## config.mk

```make
export PLATFORM = sky130hd
export DESIGN_NAME = swan256_stream_ctrl
export DESIGN_NICKNAME = d
export VERILOG_FILES = /design/src/rtl/swan256_pkg.sv /design/src/rtl/swan256_word_pack.sv /design/src/rtl/swan256_stream_ctrl.sv
export SDC_FILE = /design/constraint.sdc
export NUM_CORES = 2
export LEC_CHECK = 0
export CAP_MARGIN = 30
export CORE_AREA = 2 2 437 439
export DETAILED_ROUTE_END_ITERATION = 8
export DIE_AREA = 0 0 439 441
export PLACE_DENSITY = 0.39
export REMOVE_ABC_BUFFERS = 1
export SLEW_MARGIN = 20
export SYNTH_ARGS = -nofsm -noshare
export SYNTH_HDL_FRONTEND = slang
export SYNTH_HIERARCHICAL = 1
export SYNTH_SLANG_ARGS = --single-unit
```

## constraint.sdc

```tcl
create_clock -name clk -period 6.4 [get_ports clk]
set_input_delay 1.28 -clock clk [delete_from_list [all_inputs] [get_ports clk]]
set_output_delay 1.28 -clock clk [all_outputs]
set_load 0.005 [all_outputs]
```

## src/rtl/swan256_pkg.sv

```systemverilog
// Shared SWAN256 definitions: block geometry, controller state encoding and the
// word-select helper used by the stream front-end.
package swan256_pkg;

   localparam int SWAN_BLOCK_W = 256;
   localparam int SWAN_KEY_W   = 256;
   localparam int SWAN_WORD_W  = 32;
   localparam int SWAN_WORDS   = 8;

   typedef enum logic [1:0] {
      COLLECT = 2'd0,
      KICK    = 2'd1,
      WAIT    = 2'd2,
      EMIT    = 2'd3
   } swan_state_e;

   // Word 0 sits in the most significant 32 bits of the block.
   function automatic logic [SWAN_WORD_W-1:0] swan_word(input logic [SWAN_BLOCK_W-1:0] blk,
                                                         input logic [2:0] idx);
      case (idx)
         3'd0:    return blk[255:224];
         3'd1:    return blk[223:192];
         3'd2:    return blk[191:160];
         3'd3:    return blk[159:128];
         3'd4:    return blk[127:96];
         3'd5:    return blk[95:64];
         3'd6:    return blk[63:32];
         3'd7:    return blk[31:0];
         default: return {SWAN_WORD_W{1'b0}};
      endcase
   endfunction

endpackage

```

## src/rtl/swan256_word_pack.sv

```systemverilog
// 256-bit block register with a 3-bit word index: packs words in one at a time,
// or loads a whole block and steps the index to read it out word by word.
module swan256_word_pack
   import swan256_pkg::*;
(
   input  logic                    clk,
   input  logic                    rst,
   input  logic                    clr,
   input  logic                    wr_word,
   input  logic [SWAN_WORD_W-1:0]  word_in,
   input  logic                    load_par,
   input  logic [SWAN_BLOCK_W-1:0] par_in,
   input  logic                    shift,
   output logic [SWAN_BLOCK_W-1:0] data,
   output logic [2:0]              idx
);

   logic [SWAN_BLOCK_W-1:0] data_r;
   logic [2:0]              idx_r;

   // Block storage and word index; the index wraps to 0 after word 7.
   always_ff @(posedge clk) begin
      if (!rst) begin
         data_r <= {SWAN_BLOCK_W{1'b0}};
         idx_r  <= 3'd0;
      end else if (load_par) begin
         data_r <= par_in;
         idx_r  <= 3'd0;
      end else if (wr_word) begin
         for (int k = 0; k < SWAN_WORDS; k++) begin
            if (idx_r == 3'(k)) begin
               data_r[SWAN_BLOCK_W-1-k*SWAN_WORD_W -: SWAN_WORD_W] <= word_in;
            end
         end
         idx_r <= idx_r + 3'd1;
      end else if (shift) begin
         idx_r <= idx_r + 3'd1;
      end else if (clr) begin
         idx_r <= 3'd0;
      end else begin
         idx_r <= idx_r;
      end
   end

   assign data = data_r;
   assign idx  = idx_r;

endmodule

```

## src/rtl/swan256_stream_ctrl.sv

```systemverilog
// Word-stream front-end for a SWAN256 cipher core: packs 8 words, kicks the core,
// waits under a watchdog, then unpacks the 256-bit result into 8 output words.
module swan256_stream_ctrl
   import swan256_pkg::*;
#(
   parameter int TIMEOUT = 1024,
   parameter int CNT_W   = 16
)(
   input  logic                    clk,
   input  logic                    rst,
   input  logic [SWAN_KEY_W-1:0]   key_in,
   input  logic                    key_load,
   input  logic [SWAN_WORD_W-1:0]  s_data,
   input  logic                    s_valid,
   output logic                    s_ready,
   output logic [SWAN_WORD_W-1:0]  m_data,
   output logic                    m_valid,
   input  logic                    m_ready,
   output logic                    core_start,
   output logic [SWAN_KEY_W-1:0]   core_key,
   output logic [SWAN_BLOCK_W-1:0] core_inp,
   input  logic                    core_ready,
   input  logic [SWAN_BLOCK_W-1:0] core_out,
   output logic                    timeout_err,
   output logic [CNT_W-1:0]        blk_cnt
);

   localparam int WD_W = $clog2(TIMEOUT + 1);

   swan_state_e             state_r, state_s;
   logic [WD_W-1:0]         wdog_r;
   logic [SWAN_KEY_W-1:0]   key_r;
   logic                    s_ready_r, m_valid_r, core_start_r, timeout_err_r;
   logic [CNT_W-1:0]        blk_cnt_r;
   logic                    in_wr_s, in_clr_s, out_load_s, out_shift_s, expire_s, blk_done_s;
   logic [2:0]              in_idx_s, out_idx_s;
   logic [SWAN_BLOCK_W-1:0] out_blk_s;

   // Next-state and datapath strobes; core_ready beats watchdog expiry in WAIT.
   always_comb begin
      state_s     = state_r;
      in_wr_s     = 1'b0;
      in_clr_s    = 1'b0;
      out_load_s  = 1'b0;
      out_shift_s = 1'b0;
      expire_s    = 1'b0;
      blk_done_s  = 1'b0;
      case (state_r)
         COLLECT: begin
            in_wr_s = s_valid & s_ready_r;
            if (s_valid && s_ready_r && in_idx_s == 3'd7) begin
               state_s = KICK;
            end else begin
               state_s = COLLECT;
            end
         end
         KICK: begin
            state_s = WAIT;
         end
         WAIT: begin
            if (core_ready) begin
               out_load_s = 1'b1;
               state_s    = EMIT;
            end else if (wdog_r == WD_W'(TIMEOUT - 1)) begin
               expire_s = 1'b1;
               in_clr_s = 1'b1;
               state_s  = COLLECT;
            end else begin
               state_s = WAIT;
            end
         end
         EMIT: begin
            if (m_ready) begin
               out_shift_s = 1'b1;
               if (out_idx_s == 3'd7) begin
                  blk_done_s = 1'b1;
                  state_s    = COLLECT;
               end else begin
                  state_s = EMIT;
               end
            end else begin
               state_s = EMIT;
            end
         end
         default: begin
            state_s = COLLECT;
         end
      endcase
   end

   // State, registered handshake outputs, watchdog, key, error flag and block counter.
   always_ff @(posedge clk) begin
      if (!rst) begin
         state_r       <= COLLECT;
         s_ready_r     <= 1'b1;
         m_valid_r     <= 1'b0;
         core_start_r  <= 1'b0;
         wdog_r        <= {WD_W{1'b0}};
         key_r         <= {SWAN_KEY_W{1'b0}};
         timeout_err_r <= 1'b0;
         blk_cnt_r     <= {CNT_W{1'b0}};
      end else begin
         state_r      <= state_s;
         s_ready_r    <= (state_s == COLLECT);
         m_valid_r    <= (state_s == EMIT);
         core_start_r <= (state_s == KICK);
         if (state_r == KICK) begin
            wdog_r <= {WD_W{1'b0}};
         end else if (state_r == WAIT) begin
            wdog_r <= wdog_r + WD_W'(1);
         end else begin
            wdog_r <= wdog_r;
         end
         // Key only moves while collecting, so it is frozen for the core's run.
         if (state_r == COLLECT && key_load) begin
            key_r <= key_in;
         end else begin
            key_r <= key_r;
         end
         timeout_err_r <= timeout_err_r | expire_s;
         if (blk_done_s) begin
            blk_cnt_r <= blk_cnt_r + CNT_W'(1);
         end else begin
            blk_cnt_r <= blk_cnt_r;
         end
      end
   end

   swan256_word_pack u_in_pack (
      .clk      (clk),
      .rst      (rst),
      .clr      (in_clr_s),
      .wr_word  (in_wr_s),
      .word_in  (s_data),
      .load_par (1'b0),
      .par_in   ({SWAN_BLOCK_W{1'b0}}),
      .shift    (1'b0),
      .data     (core_inp),
      .idx      (in_idx_s)
   );

   swan256_word_pack u_out_pack (
      .clk      (clk),
      .rst      (rst),
      .clr      (1'b0),
      .wr_word  (1'b0),
      .word_in  ({SWAN_WORD_W{1'b0}}),
      .load_par (out_load_s),
      .par_in   (core_out),
      .shift    (out_shift_s),
      .data     (out_blk_s),
      .idx      (out_idx_s)
   );

   assign s_ready     = s_ready_r;
   assign m_valid     = m_valid_r;
   assign m_data      = swan_word(out_blk_s, out_idx_s);
   assign core_start  = core_start_r;
   assign core_key    = key_r;
   assign timeout_err = timeout_err_r;
   assign blk_cnt     = blk_cnt_r;

endmodule

```

Fig. 1: M1 wires
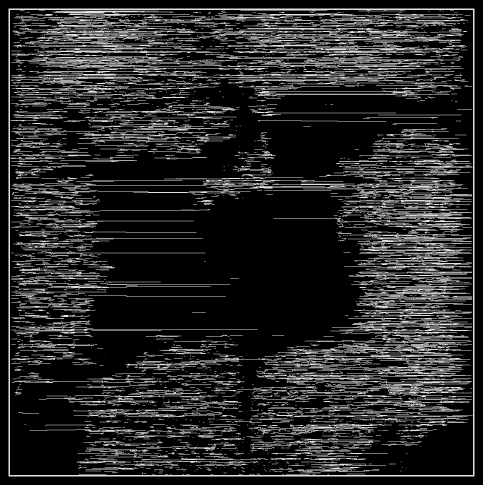
The layer carries 80.2 mm of wire. The layer holds 42% of the routed length. The longest straight run is 185 um. 5,498 nets have wire on it. The wires run mostly horizontal.
Total Routed Length: 190 mm
met1 Usage GRT: 23.3%
total via count after detailed routing: 34,160

Fig. 2: met2 routing
Bar = 100 um. Cells faint in the background.
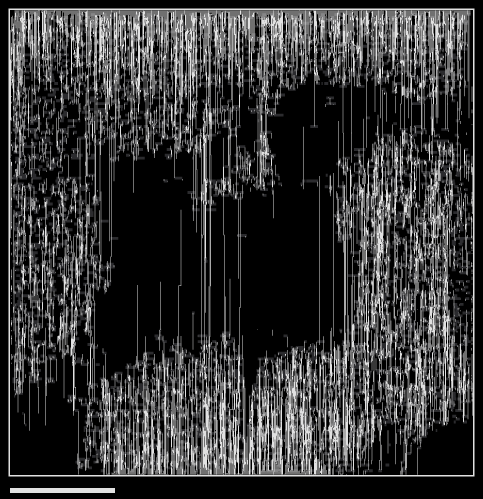
The layer carries 89.2 mm of wire. The wires run mostly vertical. 4,503 nets have wire on it. The layer holds 47% of the routed length.
global-route track usage on met2: 30.1%

Fig. 3: signal wires on met3
Bar = 100 um.
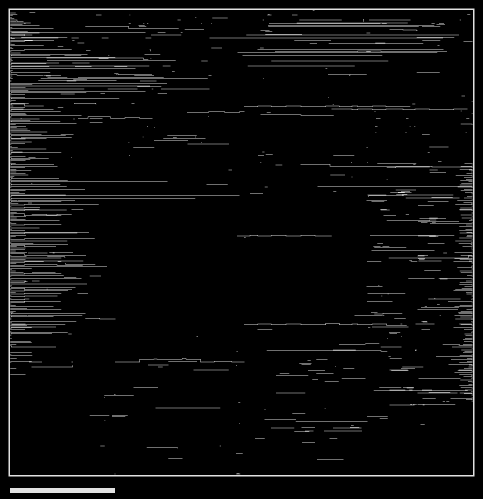
The wires run mostly horizontal. The longest straight run is 221 um.

Fig. 4: metal 4
Cells faint in the background.
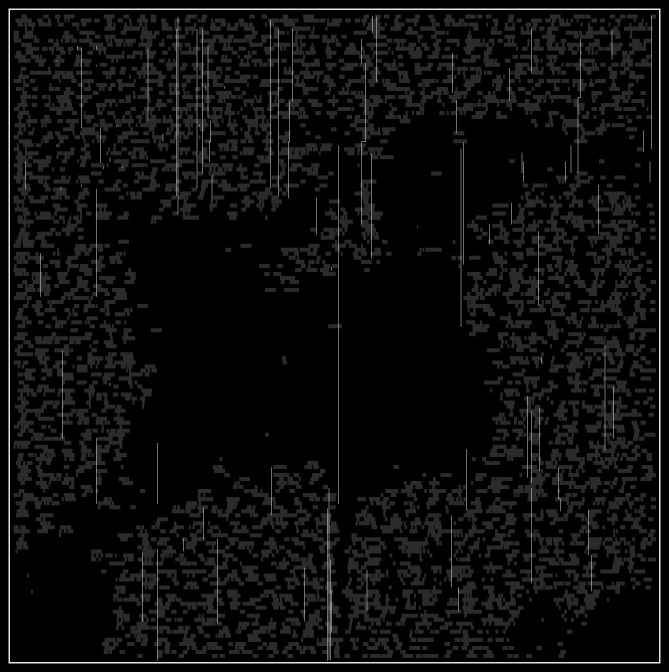
The layer carries 3,660 um of wire. 50 nets have wire on it. The layer holds 1.9% of the routed length.

==> notes.md <==
This note records the results obtained with Yosys and OpenROAD.

Outcome
The flow ran to the end, but the final reports show violations. The final reports fail on max-slew violations.

Clock network
In this run, post-CTS repair resized a total of 0 instances. The tree is rooted in a clkbuf_16.

Cells and area
Per the cell usage report, the commonest logic cells after layout are clkdlybuf4s50_1 (1,112), a21oi_1 (962), dfxtp_1 (804), nand2_1 (747), o21ai_0 (502). Clock buffers in the final layout number 176. The most used logic cell in the final layout is clkdlybuf4s50_1. The fraction of area in clock buffers and inverters is 6.90%.

The final core area utilization is about 28%. The net count reported at finish is 5,903. The sequential cells in the finished layout cover a total of roughly 0.016 mm2.

The cell class ranked first by area is multi-input combinational cells.

STA
Per the final timing report, the hold violations number 0. The max-slew violation total from the final report is 198. In the finished design, the share of the clock period the worst path needs comes to 81.8%. The worst slew slack as a fraction of its limit is -49.8%. The transition time of the tightest slew-check pin is 2.25 ns.

After routing, the total negative slack on setup checks comes to 0 ns. Counting I/O delays and the setup requirement, the final critical path takes 5.24 ns.

Die
The floorplan report gives the top-level pin count as about 1,100. The effective utilization at floorplan is 18.6%. The height of the chip is around 440 um.

Global routing
The first global-routing pass estimated roughly 260 mm of wire. The met3 track demand over resource is 6.58%.

Logic synthesis
After synthesis the netlist holds a flip-flop and latch count of 807. Looking at area per cell type in the netlist, the leader is dfxtp_1. Per Yosys stat, the portion of area used by sequential elements is 45.9%. The stat command in Yosys gives a chip area of 0.0352 mm2.

Flow run
The tally of OpenROAD warnings is around 54. The max capacitance violation total is 0.

Critical path
The start-to-end type of the worst setup path is register to output port. The number of cells on the worst reg-to-reg path is 5.

Detailed routing
Per the detail_route report, routed wire per instance is 23.8 um. According to the report, the first pass of detailed routing completed in 5 iterations.

Hold path
In this run the worst hold path is classified as register to register. The report gives the cell count of the worst hold path as 2. The launch instance of the worst min-delay path is u_out_pack/data[213].

Power and ir drop
The post-layout total power is 0.0136 W. The analysis reports a worst IR drop on VDD of 0.193 mV.

Placement
The congestion estimate from routability-driven global placement came to approximately 0.83.
[critical path: stages (launching register included)]
cell and delay (ns):
dfxtp_4 0.86, nor2_1 0.28, nand2_1 0.65, buf_4 0.36, nor2_1 0.06, a21oi_1 0.30, clkdlybuf4s50_1 0.58
[synthesized netlist by cell type (6+ instances only)]
cell type	instances
a21oi_1	962
a21oi_2	22
a221oi_1	17
a22o_1	13
a22oi_1	6
and3b_1	6
buf_1	16
buf_2	124
buf_4	24
buf_6	58
clkbuf_1	205
clkbuf_2	6
dfxtp_1	807
ha_1	14
inv_1	17
mux2_2	7
mux2i_1	362
mux4_2	14
nand2_1	748
nand2b_1	16
nand3_1	10
nand3b_1	14
nand4_1	9
nor2_1	73
nor2b_1	9
nor4_1	6
o21ai_0	502
o21ai_1	27
o221ai_1	6
o2bb2ai_1	14
or3_1	6
xnor2_1	12
[power breakdown]
group,switching [W],internal (W),leakage (nW)
sequential,0.000143,0.00526,6.63
combinational,0.000979,0.000947,12.2
clock,0.00258,0.00368,1.77
total,0.00370,0.00989,20.6
[kinds of logic after synthesis]
group / after synthesis / synth area share [%]
AOI/OAI and AO/OA: 1598 / 23.8
xor gates and xnor gates: 16 / 0.398
adders and majority gates: 14 / 0.498
buffers and inverters: 457 / 6.92
DFF: 807 / 45.9
muxes: 383 / 11.4
other: 1 / 0.0107
and+or+nand+nor: 933 / 11.1
[state kept, by name (all words and copies together) (netlist names)]
name / flops
blk_cnt: 16
core_key: 256
core_start: 1
m_valid: 1
s_ready: 1
state_r: 2
timeout_err: 1
u_in_pack/data: 256
u_in_pack/idx: 3
u_out_pack/data: 256
u_out_pack/idx: 3
wdog_r: 11
[routing by layer]
layer / up-vias / wire length, um
met1: 16244 / 80200
met5: - / 208
li1: 16641 / -
met3: 213 / 16200
met4: 34 / 3660
met2: 1028 / 89200
No activity file was given, so power comes from the tool's default toggle rates.
